`src/rtl/sdram_pkg.sv`:
```
`default_nettype none
// ============================================================================
//  Module      : sdram_pkg
//  Description : Shared SDRAM command encodings, arbiter state type and
//                default bus widths.
//  Revision    : 1.0 - initial release
// ============================================================================
package sdram_pkg;

    localparam int ADDR_W_DEF = 12;
    localparam int BA_W_DEF   = 2;

    // {CS_N, RAS_N, CAS_N, WE_N}
    localparam logic [3:0] CMD_NOP = 4'b0111;
    localparam logic [3:0] CMD_ACT = 4'b0011;
    localparam logic [3:0] CMD_RD  = 4'b0101;
    localparam logic [3:0] CMD_WR  = 4'b0100;
    localparam logic [3:0] CMD_PRE = 4'b0010;
    localparam logic [3:0] CMD_REF = 4'b0001;
    localparam logic [3:0] CMD_MRS = 4'b0000;

    typedef enum logic [2:0] {
        ST_INIT    = 3'd0,
        ST_IDLE    = 3'd1,
        ST_REFRESH = 3'd2,
        ST_WRITE   = 3'd3,
        ST_READ    = 3'd4
    } arb_state_t;

endpackage
`default_nettype wire

```
`src/rtl/sdram_cmd_arbiter_if.sv`:
```
`default_nettype none
// ============================================================================
//  Module      : sdram_cmd_arbiter_if
//  Description : Engine-side requests/commands and SDRAM pin outputs of the
//                command-bus arbiter.
//  Revision    : 1.0 - initial release
// ============================================================================
interface sdram_cmd_arbiter_if
    import sdram_pkg::*;
#(
    parameter int ADDR_W = ADDR_W_DEF,
    parameter int BA_W   = BA_W_DEF
);
    logic              Init_done;
    logic [3:0]        Init_cmd;
    logic [ADDR_W-1:0] Init_addr;
    logic [BA_W-1:0]   Init_ba;

    logic              Ref_req;
    logic              Ref_end;
    logic [3:0]        Ref_cmd;
    logic [ADDR_W-1:0] Ref_addr;
    logic [BA_W-1:0]   Ref_ba;

    logic              Wr_req;
    logic              Wr_end;
    logic [3:0]        Wr_cmd;
    logic [ADDR_W-1:0] Wr_addr;
    logic [BA_W-1:0]   Wr_ba;

    logic              Rd_req;
    logic              Rd_end;
    logic [3:0]        Rd_cmd;
    logic [ADDR_W-1:0] Rd_addr;
    logic [BA_W-1:0]   Rd_ba;

    logic              Ref_en;
    logic              Wr_en;
    logic              Rd_en;
    logic              Ref_pending;
    logic              Arb_err;
    logic [3:0]        SDRAM_CMD;
    logic [ADDR_W-1:0] SDRAM_A_ADDR;
    logic [BA_W-1:0]   SDRAM_BANK_ADDR;

    modport master (
        output Init_done, Init_cmd, Init_addr, Init_ba,
        output Ref_req, Ref_end, Ref_cmd, Ref_addr, Ref_ba,
        output Wr_req, Wr_end, Wr_cmd, Wr_addr, Wr_ba,
        output Rd_req, Rd_end, Rd_cmd, Rd_addr, Rd_ba,
        input  Ref_en, Wr_en, Rd_en, Ref_pending, Arb_err,
        input  SDRAM_CMD, SDRAM_A_ADDR, SDRAM_BANK_ADDR
    );

    modport slave (
        input  Init_done, Init_cmd, Init_addr, Init_ba,
        input  Ref_req, Ref_end, Ref_cmd, Ref_addr, Ref_ba,
        input  Wr_req, Wr_end, Wr_cmd, Wr_addr, Wr_ba,
        input  Rd_req, Rd_end, Rd_cmd, Rd_addr, Rd_ba,
        output Ref_en, Wr_en, Rd_en, Ref_pending, Arb_err,
        output SDRAM_CMD, SDRAM_A_ADDR, SDRAM_BANK_ADDR
    );

endinterface
`default_nettype wire

```
`src/rtl/sdram_cmd_arbiter.sv`:
```
`default_nettype none
// ============================================================================
//  Module      : sdram_cmd_arbiter
//  Description : Grants the SDRAM command bus to init/refresh/write/read
//                engines and drives the registered SDRAM command pins.
//  Revision    : 1.0 - initial release
// ============================================================================
module sdram_cmd_arbiter
    import sdram_pkg::*;
#(
    parameter int ADDR_W  = ADDR_W_DEF,
    parameter int BA_W    = BA_W_DEF,
    parameter int TIMEOUT = 1023
) (
    input  wire logic          Sys_clk,
    input  wire logic          Rst,
    sdram_cmd_arbiter_if.slave bus
);

    localparam logic [9:0] c_timeout = 10'(TIMEOUT);

    arb_state_t        r_state;
    arb_state_t        w_next;
    logic              r_last_wr;
    logic [9:0]        r_timer;

    logic              w_owner;
    logic              w_owner_end;
    logic              w_timeout;
    logic              w_grant;

    logic [3:0]        w_cmd;
    logic [ADDR_W-1:0] w_addr;
    logic [BA_W-1:0]   w_ba;

    logic              r_ref_en;
    logic              r_wr_en;
    logic              r_rd_en;
    logic              r_ref_pending;
    logic              r_arb_err;
    logic [3:0]        r_cmd;
    logic [ADDR_W-1:0] r_addr;
    logic [BA_W-1:0]   r_ba;

    assign w_owner = (r_state == ST_REFRESH) || (r_state == ST_WRITE) || (r_state == ST_READ);

    always_comb begin
        w_owner_end = 1'b0;
        case (r_state)
            ST_REFRESH: w_owner_end = bus.Ref_end;
            ST_WRITE:   w_owner_end = bus.Wr_end;
            ST_READ:    w_owner_end = bus.Rd_end;
            default:    w_owner_end = 1'b0;
        endcase
    end

    // A real End in the same cycle as the limit is a normal completion
    assign w_timeout = w_owner && (r_timer == c_timeout) && !w_owner_end;

    assign w_grant = (r_state == ST_IDLE) &&
                     ((w_next == ST_REFRESH) || (w_next == ST_WRITE) || (w_next == ST_READ));

    // ---------------- state register ----------------
    always_ff @(posedge Sys_clk or posedge Rst) begin
        if (Rst) begin
            r_state <= ST_INIT;
        end else begin
            r_state <= w_next;
        end
    end

    // ---------------- next-state logic ----------------
    always_comb begin
        w_next = r_state;
        case (r_state)
            ST_INIT: begin
                if (bus.Init_done) w_next = ST_IDLE;
            end
            ST_IDLE: begin
                if (bus.Ref_req)                    w_next = ST_REFRESH;
                else if (bus.Wr_req && bus.Rd_req)  w_next = r_last_wr ? ST_READ : ST_WRITE;
                else if (bus.Wr_req)                w_next = ST_WRITE;
                else if (bus.Rd_req)                w_next = ST_READ;
            end
            default: begin
                if (w_owner_end || w_timeout) w_next = ST_IDLE;
            end
        endcase
        // Losing init status overrides everything, including a pending grant
        if ((r_state != ST_INIT) && !bus.Init_done) w_next = ST_INIT;
    end

    // ---------------- output mux ----------------
    always_comb begin
        w_cmd  = CMD_NOP;
        w_addr = '0;
        w_ba   = '0;
        case (r_state)
            ST_INIT: begin
                w_cmd  = bus.Init_cmd;
                w_addr = bus.Init_addr;
                w_ba   = bus.Init_ba;
            end
            ST_REFRESH: begin
                w_cmd  = bus.Ref_cmd;
                w_addr = bus.Ref_addr;
                w_ba   = bus.Ref_ba;
            end
            ST_WRITE: begin
                w_cmd  = bus.Wr_cmd;
                w_addr = bus.Wr_addr;
                w_ba   = bus.Wr_ba;
            end
            ST_READ: begin
                w_cmd  = bus.Rd_cmd;
                w_addr = bus.Rd_addr;
                w_ba   = bus.Rd_ba;
            end
            default: begin
                w_cmd  = CMD_NOP;
                w_addr = '0;
                w_ba   = '0;
            end
        endcase
        if (w_timeout) begin
            w_cmd  = CMD_NOP;
            w_addr = '0;
            w_ba   = '0;
        end
    end

    // ---------------- timer and alternation history ----------------
    always_ff @(posedge Sys_clk or posedge Rst) begin
        if (Rst) begin
            r_timer   <= '0;
            r_last_wr <= 1'b0;
        end else begin
            if (w_grant) begin
                r_timer <= '0;
            end else if (w_owner && (r_timer != c_timeout)) begin
                r_timer <= r_timer + 10'd1;
            end
            if (w_grant && (w_next == ST_WRITE)) r_last_wr <= 1'b1;
            else if (w_grant && (w_next == ST_READ)) r_last_wr <= 1'b0;
        end
    end

    // ---------------- registered outputs ----------------
    always_ff @(posedge Sys_clk or posedge Rst) begin
        if (Rst) begin
            r_ref_en      <= 1'b0;
            r_wr_en       <= 1'b0;
            r_rd_en       <= 1'b0;
            r_ref_pending <= 1'b0;
            r_arb_err     <= 1'b0;
            r_cmd         <= CMD_NOP;
            r_addr        <= '0;
            r_ba          <= '0;
        end else begin
            r_ref_en      <= w_grant && (w_next == ST_REFRESH);
            r_wr_en       <= w_grant && (w_next == ST_WRITE);
            r_rd_en       <= w_grant && (w_next == ST_READ);
            r_ref_pending <= bus.Ref_req && ((r_state == ST_WRITE) || (r_state == ST_READ));
            r_arb_err     <= w_timeout;
            r_cmd         <= w_cmd;
            r_addr        <= w_addr;
            r_ba          <= w_ba;
        end
    end

    assign bus.Ref_en          = r_ref_en;
    assign bus.Wr_en           = r_wr_en;
    assign bus.Rd_en           = r_rd_en;
    assign bus.Ref_pending     = r_ref_pending;
    assign bus.Arb_err         = r_arb_err;
    assign bus.SDRAM_CMD       = r_cmd;
    assign bus.SDRAM_A_ADDR    = r_addr;
    assign bus.SDRAM_BANK_ADDR = r_ba;

endmodule
`default_nettype wire

```
`src/flat_wrapper.sv`:
```
// flat-port wrapper written by rule: the top's interface ports become plain ports
module sdram_cmd_arbiter_flat import sdram_pkg::*;
#(
    parameter int ADDR_W  = ADDR_W_DEF,
    parameter int BA_W    = BA_W_DEF,
    parameter int TIMEOUT = 1023
)
  (Sys_clk, Rst, bus_Init_done, bus_Init_cmd, bus_Init_addr, bus_Init_ba, bus_Ref_req, bus_Ref_end, bus_Ref_cmd, bus_Ref_addr, bus_Ref_ba, bus_Wr_req, bus_Wr_end, bus_Wr_cmd, bus_Wr_addr, bus_Wr_ba, bus_Rd_req, bus_Rd_end, bus_Rd_cmd, bus_Rd_addr, bus_Rd_ba, bus_Ref_en, bus_Wr_en, bus_Rd_en, bus_Ref_pending, bus_Arb_err, bus_SDRAM_CMD, bus_SDRAM_A_ADDR, bus_SDRAM_BANK_ADDR);
  sdram_cmd_arbiter_if #(.ADDR_W(ADDR_W), .BA_W(BA_W)) bus_i ();
  input  wire logic Sys_clk;
  input  wire logic Rst;
  input wire logic [$bits(bus_i.Init_done)-1:0] bus_Init_done;
  input wire logic [$bits(bus_i.Init_cmd)-1:0] bus_Init_cmd;
  input wire logic [$bits(bus_i.Init_addr)-1:0] bus_Init_addr;
  input wire logic [$bits(bus_i.Init_ba)-1:0] bus_Init_ba;
  input wire logic [$bits(bus_i.Ref_req)-1:0] bus_Ref_req;
  input wire logic [$bits(bus_i.Ref_end)-1:0] bus_Ref_end;
  input wire logic [$bits(bus_i.Ref_cmd)-1:0] bus_Ref_cmd;
  input wire logic [$bits(bus_i.Ref_addr)-1:0] bus_Ref_addr;
  input wire logic [$bits(bus_i.Ref_ba)-1:0] bus_Ref_ba;
  input wire logic [$bits(bus_i.Wr_req)-1:0] bus_Wr_req;
  input wire logic [$bits(bus_i.Wr_end)-1:0] bus_Wr_end;
  input wire logic [$bits(bus_i.Wr_cmd)-1:0] bus_Wr_cmd;
  input wire logic [$bits(bus_i.Wr_addr)-1:0] bus_Wr_addr;
  input wire logic [$bits(bus_i.Wr_ba)-1:0] bus_Wr_ba;
  input wire logic [$bits(bus_i.Rd_req)-1:0] bus_Rd_req;
  input wire logic [$bits(bus_i.Rd_end)-1:0] bus_Rd_end;
  input wire logic [$bits(bus_i.Rd_cmd)-1:0] bus_Rd_cmd;
  input wire logic [$bits(bus_i.Rd_addr)-1:0] bus_Rd_addr;
  input wire logic [$bits(bus_i.Rd_ba)-1:0] bus_Rd_ba;
  output wire logic [$bits(bus_i.Ref_en)-1:0] bus_Ref_en;
  output wire logic [$bits(bus_i.Wr_en)-1:0] bus_Wr_en;
  output wire logic [$bits(bus_i.Rd_en)-1:0] bus_Rd_en;
  output wire logic [$bits(bus_i.Ref_pending)-1:0] bus_Ref_pending;
  output wire logic [$bits(bus_i.Arb_err)-1:0] bus_Arb_err;
  output wire logic [$bits(bus_i.SDRAM_CMD)-1:0] bus_SDRAM_CMD;
  output wire logic [$bits(bus_i.SDRAM_A_ADDR)-1:0] bus_SDRAM_A_ADDR;
  output wire logic [$bits(bus_i.SDRAM_BANK_ADDR)-1:0] bus_SDRAM_BANK_ADDR;
  assign bus_i.Init_done = bus_Init_done;
  assign bus_i.Init_cmd = bus_Init_cmd;
  assign bus_i.Init_addr = bus_Init_addr;
  assign bus_i.Init_ba = bus_Init_ba;
  assign bus_i.Ref_req = bus_Ref_req;
  assign bus_i.Ref_end = bus_Ref_end;
  assign bus_i.Ref_cmd = bus_Ref_cmd;
  assign bus_i.Ref_addr = bus_Ref_addr;
  assign bus_i.Ref_ba = bus_Ref_ba;
  assign bus_i.Wr_req = bus_Wr_req;
  assign bus_i.Wr_end = bus_Wr_end;
  assign bus_i.Wr_cmd = bus_Wr_cmd;
  assign bus_i.Wr_addr = bus_Wr_addr;
  assign bus_i.Wr_ba = bus_Wr_ba;
  assign bus_i.Rd_req = bus_Rd_req;
  assign bus_i.Rd_end = bus_Rd_end;
  assign bus_i.Rd_cmd = bus_Rd_cmd;
  assign bus_i.Rd_addr = bus_Rd_addr;
  assign bus_i.Rd_ba = bus_Rd_ba;
  assign bus_Ref_en = bus_i.Ref_en;
  assign bus_Wr_en = bus_i.Wr_en;
  assign bus_Rd_en = bus_i.Rd_en;
  assign bus_Ref_pending = bus_i.Ref_pending;
  assign bus_Arb_err = bus_i.Arb_err;
  assign bus_SDRAM_CMD = bus_i.SDRAM_CMD;
  assign bus_SDRAM_A_ADDR = bus_i.SDRAM_A_ADDR;
  assign bus_SDRAM_BANK_ADDR = bus_i.SDRAM_BANK_ADDR;
  sdram_cmd_arbiter #(.ADDR_W(ADDR_W), .BA_W(BA_W), .TIMEOUT(TIMEOUT)) u_core (.Sys_clk(Sys_clk), .Rst(Rst), .bus(bus_i));
endmodule
```
`config.mk`:
```
export PLATFORM = sky130hd
export DESIGN_NAME = sdram_cmd_arbiter_flat
export DESIGN_NICKNAME = d
export VERILOG_FILES = /design/src/rtl/sdram_pkg.sv /design/src/rtl/sdram_cmd_arbiter_if.sv /design/src/rtl/sdram_cmd_arbiter.sv /design/src/flat_wrapper.sv
export SDC_FILE = /design/constraint.sdc
export NUM_CORES = 1
export LEC_CHECK = 0
export CAP_MARGIN = 20
export CORE_MARGIN = 2
export CORE_UTILIZATION = 38
export DETAILED_ROUTE_END_ITERATION = 10
export GPL_TIMING_DRIVEN = 0
export MAX_ROUTING_LAYER = met4
export PLACE_DENSITY_LB_ADDON = 0.12
export SYNTH_ARGS = -nofsm -noshare
export SYNTH_HDL_FRONTEND = slang
export SYNTH_SLANG_ARGS = --single-unit
```
`constraint.sdc`:
```
create_clock -name Sys_clk -period 1.7 [get_ports Sys_clk]
set_input_delay 0.34 -clock Sys_clk [delete_from_list [all_inputs] [get_ports Sys_clk]]
set_output_delay 0.34 -clock Sys_clk [all_outputs]
set_load 0.02 [all_outputs]
```
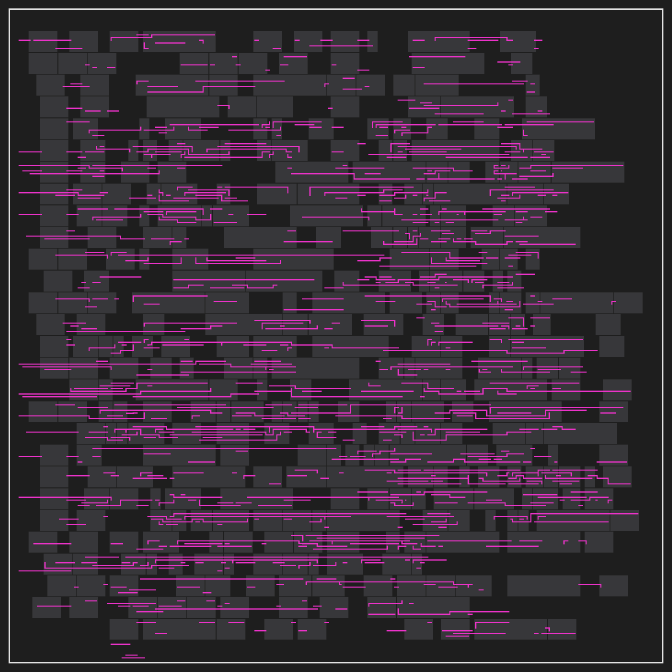
(signal wires on met1)
Cells faint in the background.
share of all routed wire: 43%
nets with wire on the layer: 375
main direction: horizontal

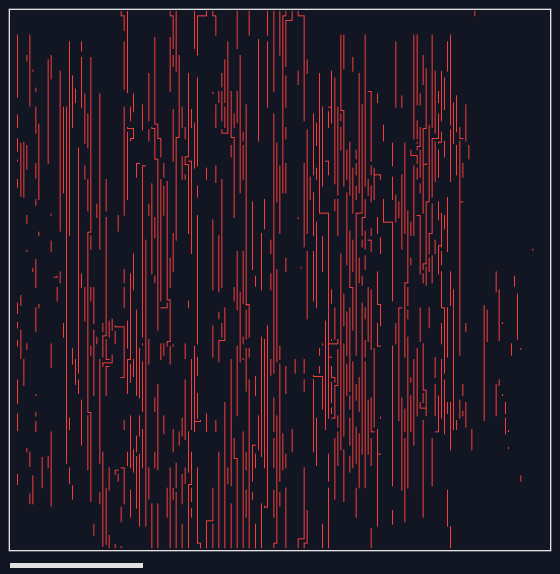
(signal wires on met2)
Scale bar: 20 µm.
share of all routed wire: 51%
longest straight run: 53.7 µm
nets with wire on the layer: 378

==> Slide: Implementation Results <==
Flow Results at a Glance

Cells and area
  – Combinational share of cell area: 34.70%
  – Layout cell share with drive strength beyond 1: 27.10%
  – Top cell excl fill/tap: clkdlybuf4s50_1
  – Final Core Density: 68.05%
  – Clock Network Area Fraction: 3.363%
  – Top Layout Cells: clkdlybuf4s50_1, dfrtp_1, buf_4, nand2_1, nand3_1
  – Combinational gate area: 1381 µm²
  – Multi-In Gates: 168
  – Non-clock inverter count: 8
  – FF+latch area: 933.4 µm²
  – Antenna Cells: 0
  – Sequential share of cell area: 23.44%
  – Nets: 450
  – Largest cell class: buffers
  – Post-route cell area: 3981 µm²
  – Fillers: 473

Setup path
  – Buf/Inv on CP: 2
  – Critical R2R Launch: u_core.r_timer[7]
  – Critical Path End Type: flop
  – Critical Path RT: 1.92 ns
  – Setup CP Type: flop to flop
  – Slowest library cell on the worst path: dfrtp_1
  – Crit path arrival time: 1.95 ns
  – Flop2flop setup slack: -0.04 ns
  – Worst Setup Start Kind: flop
  – Top cell family by delay on the critical path: AND-OR/OR-AND gates
  – Slowest cell delay on critical path: 0.46 ns
  – Critical-path maximum fanout: 7

Global route
  – First-pass GRT wire length: 11390 µm
  – Total track usage: 23.14%
  – Met1 usage: 28.80%
  – Largest net degree at the start of global routing: 38
  – Grt ovf: 0
  – Initial antenna violation count: 0
  – GR peak layer: met2

Place
  – Pre-CTS WS: -0.4969 ns
  – Post-Place Cell Area: 3406 µm²
  – IO Port Bufs: 103
  – Final HPWL DP: 4947 µm

Clocking
  – H-tree levels: 2
  – CTS tree: yes
  – Reg clk slew, reported paths: 0.08 ns
  – CTS Buf Count: 5
  – Post-CTS sizing: 32
  – Hold-fix buffers, CTS: 0
  – Max Root-Sink Buffers: 2

Yosys
  – Leading cell types by count after synthesis: dfrtp_1, nand2_1, nand3_1, o2bb2ai_1
  – Largest cells by area: dfrtp_1, o2bb2ai_1, mux2i_1, nand3_1, a22oi_2
  – Synth Warn #: 0
  – Post-synth regs: 37
  – # Cells Yosys: 235
  – Dominant cell by count in the synthesized netlist: dfrtp_1
  – Yosys stat area: 2281 µm²
  – Synth Seq Share: 40.76%
  – Synth area leader: dfrtp_1
  – Post-Synthesis Cell Area: 2281 µm²
  – Yosys cell types: 49

Floorplan
  – Tap Count: 75
  – Die width: 81.48 µm
  – IO Count: 104
  – Die Size: 6638 µm²
  – Row count: 28

STA
  – Actual slew at the worst max-slew pin: 0.7887 ns
  – Slew Limit Fails: 0
  – RSZ-0062 raised after global routing: yes
  – # setup viols final: 12
  – Setup slack after layout: -0.03585 ns
  – Min cycle time layout: 1.736 ns
  – Hold slack: 0.5086 ns

Pwr
  – Comb power frac: 45.5%
  – Cell Int Power: 2516 µW
  – Sw frac: 34.01%
  – Clk. pwr: 928 µW
  – Sw Pwr: 1297 µW
  – Power density over the cells: 957.6 nW/µm²
  – Top Consumer: combinational logic
  – Total Power: 3812 µW
  – Peak VDD IR: 0.4561 mV

Routing
  – Met2 wire len: 3696 µm
  – Iter 0 DRT Violations: 129
  – WL met3: 410 µm
  – DR pass1 iterations: 4

Min path
  – Worst min-delay path class: primary input to async pin

Run status
  – Failing checks: setup timing
  – Status: finished, violations left

Run
  – Max-cap violations: 0
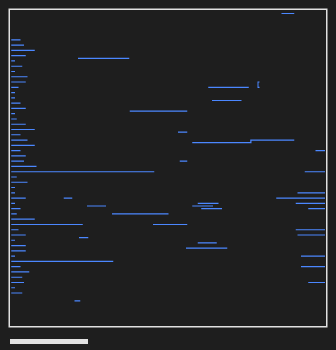
(the metal 3 layer)
Scale bar: 20 µm.
wire length on this layer: 410 µm
longest straight run: 36.6 µm
share of all routed wire: 5.6%
nets with wire on the layer: 74
main direction: horizontal
met3 Use GR: 4.176%
final WL: 7288 µm

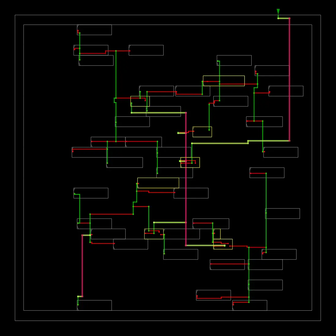
(the clock network)
flip-flops: 37
Clock Latency Late Sink: 0.30 ns
number of clock sinks: 37

[cells by family after synthesis]
family,share of synthesized area (%)
AOI/OAI and AO/OA,25.95
adders and majority gates,0.5485
buffers and inverters,6.363
DFF,40.76
muxes,8.063
and+or+nand+nor,18.32
[registers in the layout, indices dropped and copies added (netlist names)]
| register | count |
|---|---|
| u_core.bus.Ref_en | 1 |
| u_core.r_last_wr | 1 |
| u_core.bus.Arb_err | 1 |
| u_core.bus.SDRAM_BANK_ADDR | 2 |
| u_core.bus.Wr_en | 1 |
| u_core.bus.Ref_pending | 1 |
| u_core.r_state | 3 |
| u_core.bus.Rd_en | 1 |
| u_core.bus.SDRAM_CMD | 4 |
| u_core.r_timer | 10 |
| u_core.bus.SDRAM_A_ADDR | 12 |
Power figures rest on the tool's default switching activity, not on a simulated workload.
